$ cat config.mk
export PLATFORM = sky130hd
export DESIGN_NAME = trap_mf_fuzzifier_flat
export DESIGN_NICKNAME = d
export VERILOG_FILES = /design/src/rtl/fuzzy_pkg.sv /design/src/rtl/trap_mf_fuzzifier_if.sv /design/src/rtl/serial_divider.sv /design/src/rtl/trap_mf_fuzzifier.sv /design/src/flat_wrapper.sv
export SDC_FILE = /design/constraint.sdc
export NUM_CORES = 1
export LEC_CHECK = 0
export ABC_AREA = 1
export CORE_ASPECT_RATIO = 1.2
export CORE_UTILIZATION = 62
export DETAILED_ROUTE_END_ITERATION = 16
export PLACE_DENSITY_LB_ADDON = 0.1
export SKIP_CTS_REPAIR_TIMING = 1
export SYNTH_ARGS = -nofsm -noshare
export SYNTH_HDL_FRONTEND = slang
export SYNTH_SLANG_ARGS = --single-unit
$ cat constraint.sdc
create_clock -name clk -period 10.3 [get_ports clk]
set_clock_uncertainty 0.2 [all_clocks]
set_input_delay 2.06 -clock clk [delete_from_list [all_inputs] [get_ports clk]]
set_output_delay 2.06 -clock clk [all_outputs]
set_load 0.02 [all_outputs]
$ cat src/rtl/fuzzy_pkg.sv
// fuzzy_pkg: widths, breakpoint record and fuzzifier state type shared across the fuzzy datapath
package fuzzy_pkg;
  localparam int DATA_W = 10;
  localparam int DEG_W = 10;
  localparam int NUM_W = DATA_W + DEG_W;
  localparam logic [DEG_W-1:0] DEG_MAX = '1;
  typedef struct packed {
    logic [DATA_W-1:0] d;
    logic [DATA_W-1:0] c;
    logic [DATA_W-1:0] b;
    logic [DATA_W-1:0] a;
  } bp_t;
  typedef enum logic [2:0] {IDLE, SEG, DIV, STORE, HOLD} fz_state_t;
endpackage

$ cat src/rtl/trap_mf_fuzzifier_if.sv
// trap_mf_fuzzifier_if: sample in, breakpoint write, degree vector out
// master = producer/consumer side, slave = fuzzifier
interface trap_mf_fuzzifier_if import fuzzy_pkg::*; #(parameter int FN_NUM = 4);
  logic in_valid;
  logic in_ready;
  logic [DATA_W-1:0] in_data;
  logic bp_wr_en;
  logic [2:0] bp_wr_idx;
  logic [4*DATA_W-1:0] bp_wr_data;
  logic bp_error;
  logic out_valid;
  logic out_ready;
  logic [FN_NUM*DEG_W-1:0] out_degree;
  modport master(output in_valid, in_data, bp_wr_en, bp_wr_idx, bp_wr_data, out_ready,
                 input in_ready, bp_error, out_valid, out_degree);
  modport slave(input in_valid, in_data, bp_wr_en, bp_wr_idx, bp_wr_data, out_ready,
                output in_ready, bp_error, out_valid, out_degree);
endinterface

$ cat src/rtl/serial_divider.sv
// serial_divider: restoring divider, one quotient bit per cycle, Q_W cycles after start
// ports: start loads num/den; busy while stepping; done marks the final step; quot valid after done
module serial_divider #(
  parameter int NUM_W = 20,
  parameter int DEN_W = 10,
  parameter int Q_W = 10
) (
  input  logic clk,
  input  logic rst_n,
  input  logic start,
  input  logic [NUM_W-1:0] num,
  input  logic [DEN_W-1:0] den,
  output logic busy,
  output logic done,
  output logic [Q_W-1:0] quot
);
  localparam int C_W = $clog2(Q_W + 1);
  logic [DEN_W-1:0] rem, dv;
  logic [Q_W-1:0] q;
  logic [C_W-1:0] cnt;
  logic [DEN_W:0] trial;
  logic ge;
  // quotient fits Q_W bits, so the upper DEN_W numerator bits are already below den
  assign trial = {rem, q[Q_W-1]};
  assign ge = trial >= {1'b0, dv};
  assign busy = cnt != '0;
  assign done = cnt == C_W'(1);
  assign quot = q;
  always_ff @(posedge clk or negedge rst_n)
    if (!rst_n) begin
      rem <= '0;
      dv <= '0;
      q <= '0;
      cnt <= '0;
    end else if (start) begin
      rem <= num[NUM_W-1:Q_W];
      q <= num[Q_W-1:0];
      dv <= den;
      cnt <= C_W'(Q_W);
    end else if (busy) begin
      rem <= ge ? DEN_W'(trial - {1'b0, dv}) : trial[DEN_W-1:0];
      q <= {q[Q_W-2:0], ge};
      cnt <= cnt - C_W'(1);
    end
endmodule

$ cat src/rtl/trap_mf_fuzzifier.sv
// trap_mf_fuzzifier: trapezoidal membership degrees for FN_NUM functions of one sample
// ports: clk, rst_n (async active-low), bus (slave: sample, breakpoint write, degree vector)
module trap_mf_fuzzifier import fuzzy_pkg::*; #(
  parameter int FN_NUM = 4
) (
  input logic clk,
  input logic rst_n,
  trap_mf_fuzzifier_if.slave bus
);
  localparam int K_W = FN_NUM > 1 ? $clog2(FN_NUM) : 1;
  fz_state_t state, state_n;
  bp_t bp [FN_NUM];
  bp_t cur, wr_bp;
  logic [DEG_W-1:0] acc [FN_NUM];
  logic [DATA_W-1:0] x, diff, den;
  logic [K_W-1:0] k;
  logic [NUM_W-1:0] num;
  logic [DEG_W-1:0] flat_deg, seg_deg, quot;
  logic flat, seg_flat, in_top, rise, last, wr_ok, bp_error, div_busy, div_done;
  assign cur = bp[k];
  assign wr_bp = bp_t'(bus.bp_wr_data);
  assign wr_ok = state == IDLE && int'(bus.bp_wr_idx) < FN_NUM &&
                 wr_bp.a <= wr_bp.b && wr_bp.b <= wr_bp.c && wr_bp.c <= wr_bp.d;
  assign last = k == K_W'(FN_NUM - 1);
  // plateau wins over the outer zero region, so degenerate shapes still reach DEG_MAX at b..c
  assign in_top = cur.b <= x && x <= cur.c;
  assign seg_flat = in_top || x <= cur.a || x >= cur.d;
  assign rise = x < cur.b;
  assign seg_deg = in_top ? DEG_MAX : '0;
  assign diff = rise ? x - cur.a : cur.d - x;
  // flat cases still run the divider (0/1) so every function costs the same cycles
  assign num = seg_flat ? '0 : NUM_W'(diff) * NUM_W'(DEG_MAX);
  assign den = seg_flat ? DATA_W'(1) : rise ? cur.b - cur.a : cur.d - cur.c;
  assign bus.in_ready = state == IDLE;
  assign bus.out_valid = state == HOLD;
  assign bus.bp_error = bp_error;
  for (genvar g = 0; g < FN_NUM; g++) begin : g_out
    assign bus.out_degree[g*DEG_W +: DEG_W] = state == HOLD ? acc[g] : '0;
  end
  serial_divider #(.NUM_W(NUM_W), .DEN_W(DATA_W), .Q_W(DEG_W)) u_div (
    .clk(clk),
    .rst_n(rst_n),
    .start(state == SEG),
    .num(num),
    .den(den),
    .busy(div_busy),
    .done(div_done),
    .quot(quot)
  );
  always_ff @(posedge clk or negedge rst_n)
    if (!rst_n) state <= IDLE;
    else state <= state_n;
  always_comb begin
    state_n = state;
    case (state)
      IDLE: state_n = bus.in_valid ? SEG : IDLE;
      SEG: state_n = DIV;
      DIV: state_n = div_done || !div_busy ? STORE : DIV;
      STORE: state_n = last ? HOLD : SEG;
      HOLD: state_n = bus.out_ready ? IDLE : HOLD;
      default: state_n = IDLE;
    endcase
  end
  always_ff @(posedge clk or negedge rst_n)
    if (!rst_n) begin
      for (int i = 0; i < FN_NUM; i++) begin
        bp[i] <= '0;
        acc[i] <= '0;
      end
      x <= '0;
      k <= '0;
      flat <= 1'b0;
      flat_deg <= '0;
      bp_error <= 1'b0;
    end else begin
      bp_error <= bus.bp_wr_en && !wr_ok;
      if (bus.bp_wr_en && wr_ok) bp[bus.bp_wr_idx[K_W-1:0]] <= wr_bp;
      if (state == IDLE && bus.in_valid) begin
        x <= bus.in_data;
        k <= '0;
        for (int i = 0; i < FN_NUM; i++) acc[i] <= '0;
      end
      if (state == SEG) begin
        flat <= seg_flat;
        flat_deg <= seg_deg;
      end
      if (state == STORE) begin
        acc[k] <= flat ? flat_deg : quot;
        if (!last) k <= k + K_W'(1);
      end
    end
endmodule

$ cat src/flat_wrapper.sv
// flat-port wrapper written by rule: the top's interface ports become plain ports
module trap_mf_fuzzifier_flat import fuzzy_pkg::*;
#(
  parameter int FN_NUM = 4
)
  (clk, rst_n, bus_in_valid, bus_in_data, bus_bp_wr_en, bus_bp_wr_idx, bus_bp_wr_data, bus_out_ready, bus_in_ready, bus_bp_error, bus_out_valid, bus_out_degree);
  trap_mf_fuzzifier_if #(.FN_NUM(FN_NUM)) bus_i ();
  input logic clk;
  input logic rst_n;
  input wire logic [$bits(bus_i.in_valid)-1:0] bus_in_valid;
  input wire logic [$bits(bus_i.in_data)-1:0] bus_in_data;
  input wire logic [$bits(bus_i.bp_wr_en)-1:0] bus_bp_wr_en;
  input wire logic [$bits(bus_i.bp_wr_idx)-1:0] bus_bp_wr_idx;
  input wire logic [$bits(bus_i.bp_wr_data)-1:0] bus_bp_wr_data;
  input wire logic [$bits(bus_i.out_ready)-1:0] bus_out_ready;
  output wire logic [$bits(bus_i.in_ready)-1:0] bus_in_ready;
  output wire logic [$bits(bus_i.bp_error)-1:0] bus_bp_error;
  output wire logic [$bits(bus_i.out_valid)-1:0] bus_out_valid;
  output wire logic [$bits(bus_i.out_degree)-1:0] bus_out_degree;
  assign bus_i.in_valid = bus_in_valid;
  assign bus_i.in_data = bus_in_data;
  assign bus_i.bp_wr_en = bus_bp_wr_en;
  assign bus_i.bp_wr_idx = bus_bp_wr_idx;
  assign bus_i.bp_wr_data = bus_bp_wr_data;
  assign bus_i.out_ready = bus_out_ready;
  assign bus_in_ready = bus_i.in_ready;
  assign bus_bp_error = bus_i.bp_error;
  assign bus_out_valid = bus_i.out_valid;
  assign bus_out_degree = bus_i.out_degree;
  trap_mf_fuzzifier #(.FN_NUM(FN_NUM)) u_core (.clk(clk), .rst_n(rst_n), .bus(bus_i));
endmodule
==> run_1/pdn.png <==
Bar = 50 µm. Pins as bars on the die edge. Tap cells in grey.
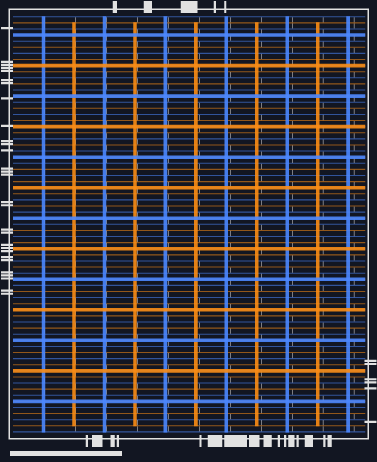
VSS -> blue
VDD -> orange
met4 straps = 11
rows = 68
met5 straps = 13
met1 rails = 69
die span in y: 190.7 µm
DIE WIDTH: 159.2 µm
CORE AREA: 29,010 µm²

==> run_1/cell_classes.png <==
Bar = 50 µm.
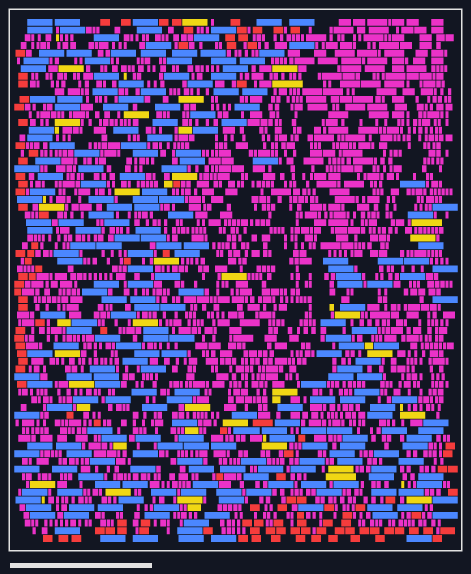
flip-flops -> blue  # cells 252, share of their area 32%
all other logic -> magenta  # cells 2,077, share of their area 58%
other buffers and delay cells -> red  # cells 116, share of their area 5.7%
clock drivers and dummy loads -> yellow  # cells 48, share of their area 4.6%

==> run_1/clock_map.png <==
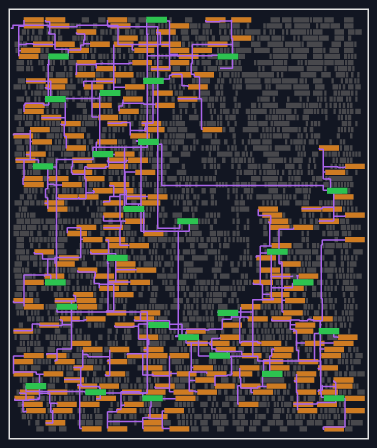
clock wires -> purple  # length 3,290 µm
flip-flops -> orange  # count 252
cells driving clock nets -> green  # count 27
flops lie = spread over the die
routed clock nets = 28

==> run_1/metal_stack.png <==
Bar = 50 µm. Two of the layers only.
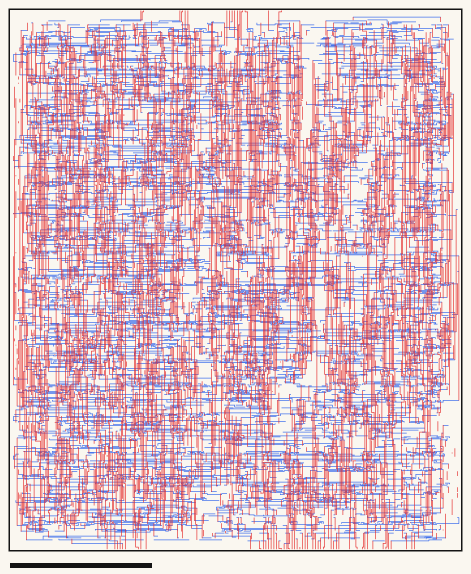
met1 -> blue  # wire length 21.2 mm
met2 -> red  # wire length 26.8 mm
gr usage total: 0.3534
WL/cell: 18.51 µm
total number of vias: 17,270
drt total wl: 53,270 µm

==> summary.txt, run 1 <==
impl run done, here's what came out: seq_cells=252, final design utilization=0.7027, first-pass GRT wire length=85,770 µm, most frequent cells in the layout=nand2_1 (717), inv_1 (275), dfrtp_1 (251), nor2_1 (178), nand4_1 (175), drt via density=6.001, Worst Hold Class=reg2reg, Layout Cells excl Fill=2,878, CTS tree=yes, CP max stage delay=690 ps, CTS root buf=clkbuf_16, TritonRoute pass-1 iters=8, DP Wirelength=37,280 µm, Worst Path Required=10,540 ps, pin count of the biggest net entering global routing=185, n_diodes=0, syn avg cell area=7.499 µm², max cap viols=0, Layout non-clock buf frac=0.05573, Yosys top cell by area=dfrtp_1, most frequent cells after synthesis=nand2_1 (718), inv_1 (276), dfrtp_1 (252), nor2_1 (181), nand4_1 (175), count of antenna-violating nets left after detailed routing=0, Layout fillers=2,477, status=complete, no violations, Async SR Flop Fraction=1.000, CP delay by family, top=adder cells, Top-area cell share=0.3428, CP max-delay cell=buf_4, most numerous logic cell after layout=nand2_1, floorplan utilization=0.6340, critical path type=reg2reg, I/O Pins=101, Cell Rows=68, Seq area share=0.3094, # setup viols final=0, Synth Cell Area=18,400 µm², Iter 0 DRT Violations=1,617, fin. max-slew vios=0, Clock Path Buffers=3, dpl cell area=19,480 µm², worst path bufs/invs=7, H-tree depth=1, Post-synth EDFFs=0, Logic Gate Count=1,794, most used flip-flop cell=dfrtp_1, vias in the first global route=16,722, Tmin final=8422 ps, most common cell in the synthesized netlist=nand2_1, RSZ-0062 raised after global routing=no, TritonCTS sink count=252
==> run 1: state kept, by name, summed over array words and instances, names as in the netlist <==
name and cells:
u_core.u_div.quot 10, u_core.state 3, u_core.u_div.cnt 4, u_core.k 2, u_core.u_div.rem 10, u_core.bus.bp_error 1, u_core.flat_deg 1, u_core.bp 160
u_core.x 10, u_core.flat 1, u_core.u_div.dv 10, u_core.acc 40
==> run 1: logic make-up (layout without fill, tap and decap cells) <==
family | Yosys count | in the layout | synth area share
simple gates | 1237 | 1237 | 0.2928
buf+inv | 407 | 447 | 0.08781
compound gates | 313 | 313 | 0.09869
flops | 252 | 252 | 0.3428
fa+ha+maj | 206 | 206 | 0.1597
xor+xnor | 37 | 37 | 0.01762
mux | 1 | 1 | 0.0005442
==> run 1: final timing paths <==
kind / from / to / cells after the start
hold reg to reg: u_core.bp[111] / u_core.bp[111] / 2
hold / removal: u_core.bp[111] / u_core.bp[111] / 2
min in group asynchronous: rst_n / u_core.acc[26] / 1
max in group asynchronous: rst_n / u_core.bp[155] / 2
setup reg to reg: u_core.k[0] / u_core.u_div.rem[3] / 33
setup / recovery: u_core.k[0] / u_core.u_div.rem[3] / 33
==> run 1: layer usage <==
metal  up-vias  global-route usage  routed length (µm)
li1       8137                   -                   -
met1      8330              0.4330               21150
met2       653              0.6265               26800
met3       150             0.03415                2909
met4         0              0.1716                2404
met5         -                   0                   0
==> run 1: tightest hold or removal path, stage by stage, from the launching register on <==
cell	delay, ps
dfrtp_1	340
nand2_1	50
nand2_1	40
==> run 2, diff against run 1 <==
clock period = 8 ns   (was 10.3 ns; I/O delays follow)
==> run 2 against run 1 <==
Against the previous run:
- synthesized area unchanged
- count of clock-buffer cells in the layout decreased by 2
- synthesized cell count is the same
- core utilization grew 0.60 points
- die size stayed put
- sequential share of layout area decreased by 0.26 points
- first-iteration DRC count rose by 6.0%
- register-to-register slack lost 1600 ps
- critical path type unchanged
- highest routed layer unchanged
==> summary.txt, run 2 <==
impl run done, here's what came out: Synth area leaders=dfrtp_1 (34%), nand2_1 (15%), ha_1 (11%), critical path endpoint=u_core.u_div.rem[8], WHS Path Cells=2 (unchanged), Clock Path Buffers=3 (unchanged), max cap viols=0 (unchanged), CP delay by family, top=adder cells, logic depth of the worst setup path including buffers=30 (-9.1%), Register-to-Register Path Depth=30 (-9.1%), CP max-delay cell=fa_1, # setup viols final=0 (unchanged), most used flip-flop cell=dfrtp_1, floorplan utilization=0.6340 (unchanged), most common cell in the synthesized netlist=nand2_1, n_diodes=0 (unchanged), Synth Cell Area=18,400 µm² (unchanged), syn avg cell area=7.499 µm² (unchanged), H-tree depth=1 (unchanged), die span in y=190.7 µm (unchanged), Mapped Nets=2,717, layout cells sized above 1=0.04898, CP max stage delay=690 ps (about the same), pin count of the biggest net entering global routing=181 (-2.2%), drt total wl=53,440 µm (+0.33%), critical path type=reg2reg, CTS root buf=clkbuf_16, R2R Path End=u_core.u_div.rem[8], CTS tree=yes, Setup TNS=0 ps, Yosys top cell by area=dfrtp_1, Largest Register=u_core.bp, Iter 0 DRT Violations=1,714 (+6.0%), drt via density=5.956 (-0.74%), first-pass GRT wire length=86,550 µm (+0.90%), port bufs=100, most frequent cells after synthesis=nand2_1 (718), inv_1 (276), dfrtp_1 (252), nor2_1 (181), nand4_1 (175), Top-area cell share=0.3428 (unchanged), DP Wirelength=37,680 µm (+1.1%), worst path bufs/invs=6 (-1), worst hold slack=270.0 ps, CORE AREA=29,010 µm² (unchanged), most frequent cells in the layout=nand2_1 (716), inv_1 (275), dfrtp_1 (251), nor2_1 (178), nand4_1 (175), TritonRoute pass-1 iters=5 (-3), Combinational Area=10,510 µm², hold endpoint=u_core.bp[84], Worst Hold Class=reg2reg, max FFs per register=160 (unchanged), Largest regs=u_core.bp: 160 flops, u_core.acc: 40 flops, tool warnings=39, Async SR Flop Fraction=1.000 (unchanged), yosys synthesis chip area=18,400 µm², DIE WIDTH=159.2 µm (unchanged), CP Launch Point=u_core.k[0], count of antenna-violating nets left after detailed routing=0 (unchanged), RePlAce Congestion=0.9486, Worst Path Required=8280 ps (-2260 ps), fin. max-slew vios=0 (unchanged), GR Overflow Total=0, status=complete, no violations, Tmin final=7704 ps (-718.4 ps), RR Startpoint=u_core.k[0], vias in the first global route=17,029 (+1.8%), hold path startpoint=u_core.bp[84], Layout fillers=2,410 (-2.7%), TritonCTS sink count=252 (unchanged), Post-synth EDFFs=0 (unchanged), I/O Pins=101 (unchanged), most numerous logic cell after layout=nand2_1
==> run 2: cells by family after synthesis <==
| kind of cell | Yosys count | synth area share |
|---|---|---|
| and+or+nand+nor | 1237 | 0.2928 |
| buffers and inverters | 407 | 0.08781 |
| AOI/OAI and AO/OA | 313 | 0.09869 |
| DFF | 252 | 0.3428 |
| adders and majority gates | 206 | 0.1597 |
| xor gates and xnor gates | 37 | 0.01762 |
| muxes | 1 | 0.0005442 |
==> run 2: worst min-delay path: stages (launching register included) <==
cell	delay [ps]
dfrtp_1	340
nand2_1	60
nand2_1	50
==> run 2: stage by stage <==
| step | cell area, µm² |
|---|---|
| global route | 20560 |
| floorplan | 18400 |
| finish | 20560 |
| detailed placement | 19600 |
| CTS | 20520 |
| global placement | 19600 |
==> run 2: cell type report <==
cell class	count	share of cell area
Inverter	283	0.05191
Clock buffer	38	0.03876
Tap cell	385	0.02343
Sequential cell	252	0.3068
Clock inverter	11	0.005781
Timing Repair Buffer	133	0.06237
Multi-Input combinational cell	1794	0.5110
==> run 2: routing by layer <==
layer  wire length, µm  up-vias  global-route usage
met5                 0        -                   0
met4              2805        0              0.2012
met3              3013      179             0.04002
met2             26790      652              0.6321
met1             20830     8252              0.4260
li1                  -     8167                   -
==> run_2/metal_stack.png <==
Bar = 50 µm. Two of the layers only.
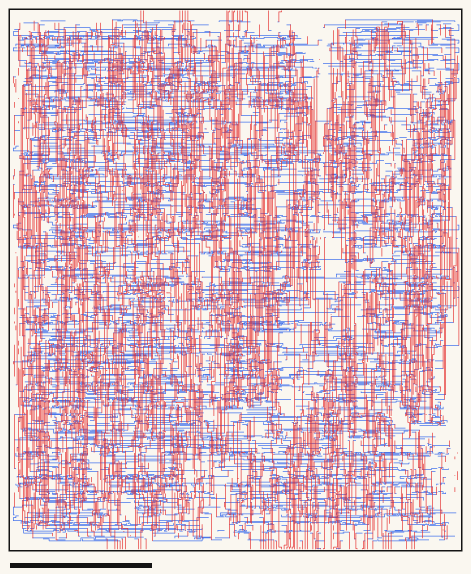
WL/cell: 18.45 µm
total number of vias: 17,250
gr usage total: 0.3577

==> run_2/cell_classes.png <==
Bar = 50 µm.
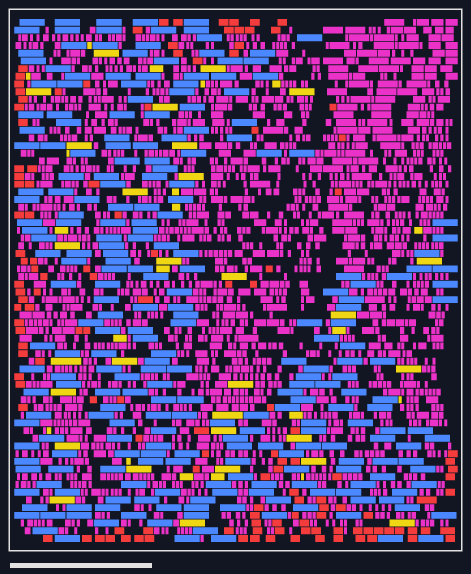
clock drivers and dummy loads -> yellow  # cells 49, share of their area 4.6%
other buffers and delay cells -> red  # cells 133, share of their area 6.4%
flip-flops -> blue  # cells 252, share of their area 31%
all other logic -> magenta  # cells 2,077, share of their area 58%

==> run_2/final_placement.png <==
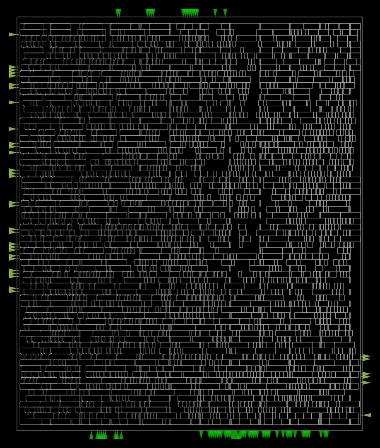
Cell Rows: 68
Layout Cells excl Fill: 2,896
Seq area share: 0.3068
seq_cells: 252
final design utilization: 0.7087

==> run 3, diff against run 2 <==
ABC_CLOCK_PERIOD_IN_PS = 9600   (was not set)
CORE_UTILIZATION = 66   (was 62)
clock period = 9.6 ns   (was 8 ns; I/O delays follow)
==> run 3 against run 2 <==
Against the previous run:
- register-to-register slack better by 990 ps
- core utilization up 3.9 points
- routed wire length shrank 3.0%
- count of clock-buffer cells in the layout grew 1
- highest routed layer unchanged
==> summary.txt, run 3 <==
impl run done, here's what came out: Post-synth EDFFs=0 (unchanged), Met1 Routed Length=20,120 µm (-3.4%), CP max-delay cell=o21ai_0, most numerous logic cell after layout=nand2_1, worst path bufs/invs=6 (unchanged), Iter 0 DRT Violations=1,826 (+6.5%), Tmin final=8316 ps (+612.0 ps), AO/OA Area Share=0.09869 (unchanged), most frequent cells after synthesis=nand2_1 (718), inv_1 (276), dfrtp_1 (252), nor2_1 (181), nand4_1 (175), most used flip-flop cell=dfrtp_1, Dominant comb cell=simple AND/OR/NAND/NOR gates, GR Util met3=0.03393 (-0.006091), max cap viols=0 (unchanged), CTS root buf=clkbuf_16, most common cell in the synthesized netlist=nand2_1, XOR Share, Synth=0.01762 (unchanged), routed wl met3=3259 µm (+8.2%), n_diodes=0 (unchanged), port bufs=100 (unchanged), syn avg cell area=7.499 µm² (unchanged), fin. max-slew vios=0 (unchanged), yosys adder share=0.1597 (unchanged), floorplan utilization=0.6750 (+0.04099), I/O Pins=101 (unchanged), tool warnings=41 (+5.1%), met2 WL=26,220 µm (-2.1%), Synth area leaders=dfrtp_1 (34%), nand2_1 (15%), ha_1 (11%), critical path type=reg2reg, vias in the first global route=16,307 (-4.2%), Mapped Nets=2,717 (unchanged), CTS tree=yes, Worst Hold Class=reg2reg, # setup viols final=0 (unchanged), Cell Rows=66 (-2.9%), TritonRoute pass-1 iters=6 (+1), status=complete, no violations, Largest Register=u_core.bp, drt via density=6.084 (+2.1%), RePlAce Congestion=0.9836 (+3.7%), Async SR Flop Fraction=1.000 (unchanged), CP delay by family, top=adder cells, DR top layer=met4
==> run 3: path summary, 6_finish.rpt <==
check,from,endpoint,slack [ps],cells after the start
worst min-delay path,u_core.bp[112],u_core.bp[112],270,2
worst min register to register,u_core.bp[112],u_core.bp[112],270,2
max in group asynchronous,rst_n,u_core.bp[104],6650,2
min in group asynchronous,rst_n,u_core.acc[15],1100,1
worst max register to register,u_core.k[0],u_core.u_div.rem[4],1280,30
worst max-delay path,u_core.k[0],u_core.u_div.rem[4],1280,30
==> run 3: area by class of cell <==
cell class	count	area, µm²
clock inverters	10	125.1
clock buffers	39	810.8
repair buffers	120	1166
well taps	340	425.4
inverters	283	1062
multi-input cells	1794	10490
flip-flops and latches	252	6307
fillers	2138	6865
==> run 3: logic make-up (layout without fill, tap and decap cells) <==
logic type	after synthesis	in the layout
simple gates	1237	1237
mux	1	1
xor+xnor	37	37
fa+ha+maj	206	206
flops	252	252
compound gates	313	313
buf+inv	407	452
==> run 3: metrics by stage <==
stage               cell area, µm²  setup slack [ps]  std cells
floorplan                    18400              2484       2453
global placement             19450              1510       2789
detailed placement           19450              1380       2789
CTS                          20390              1309       2838
global route                 20390             747.7       2838
finish                       20390              1284       2838
==> run 3: tightest hold or removal path: stages, from the launching register on <==
cell and delay, ps:
dfrtp_1 340, nand2_1 60, nand2_1 50
==> run_3/final_placement.png <==
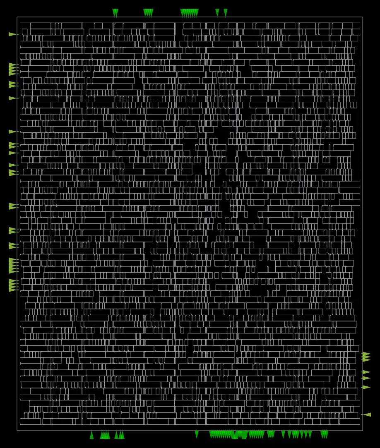
CORE AREA: 27,250 µm²
final design utilization: 0.7481
Tapcells: 340
Seq area share: 0.3094

==> run_3/metal_stack.png <==
Bar = 50 µm. Two of the layers only.
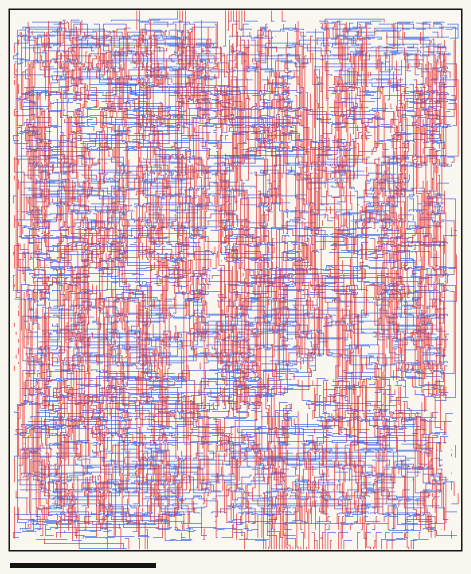
met1 -> blue  # wire length 20.1 mm
met2 -> red  # wire length 26.2 mm
total number of vias: 17,265
gr usage total: 0.3654
drt total wl: 51,860 µm
WL/cell: 18.27 µm

==> run_3/pdn.png <==
Bar = 50 µm. Pins as bars on the die edge. Tap cells in grey.
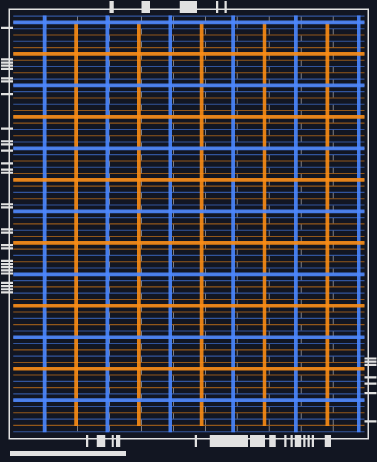
VDD -> orange
VSS -> blue
rows = 66
signal pins = 101
met4 straps = 11
met1 rails = 67
tap cells = 340
die span in y: 184.9 µm
DIE WIDTH: 154.4 µm

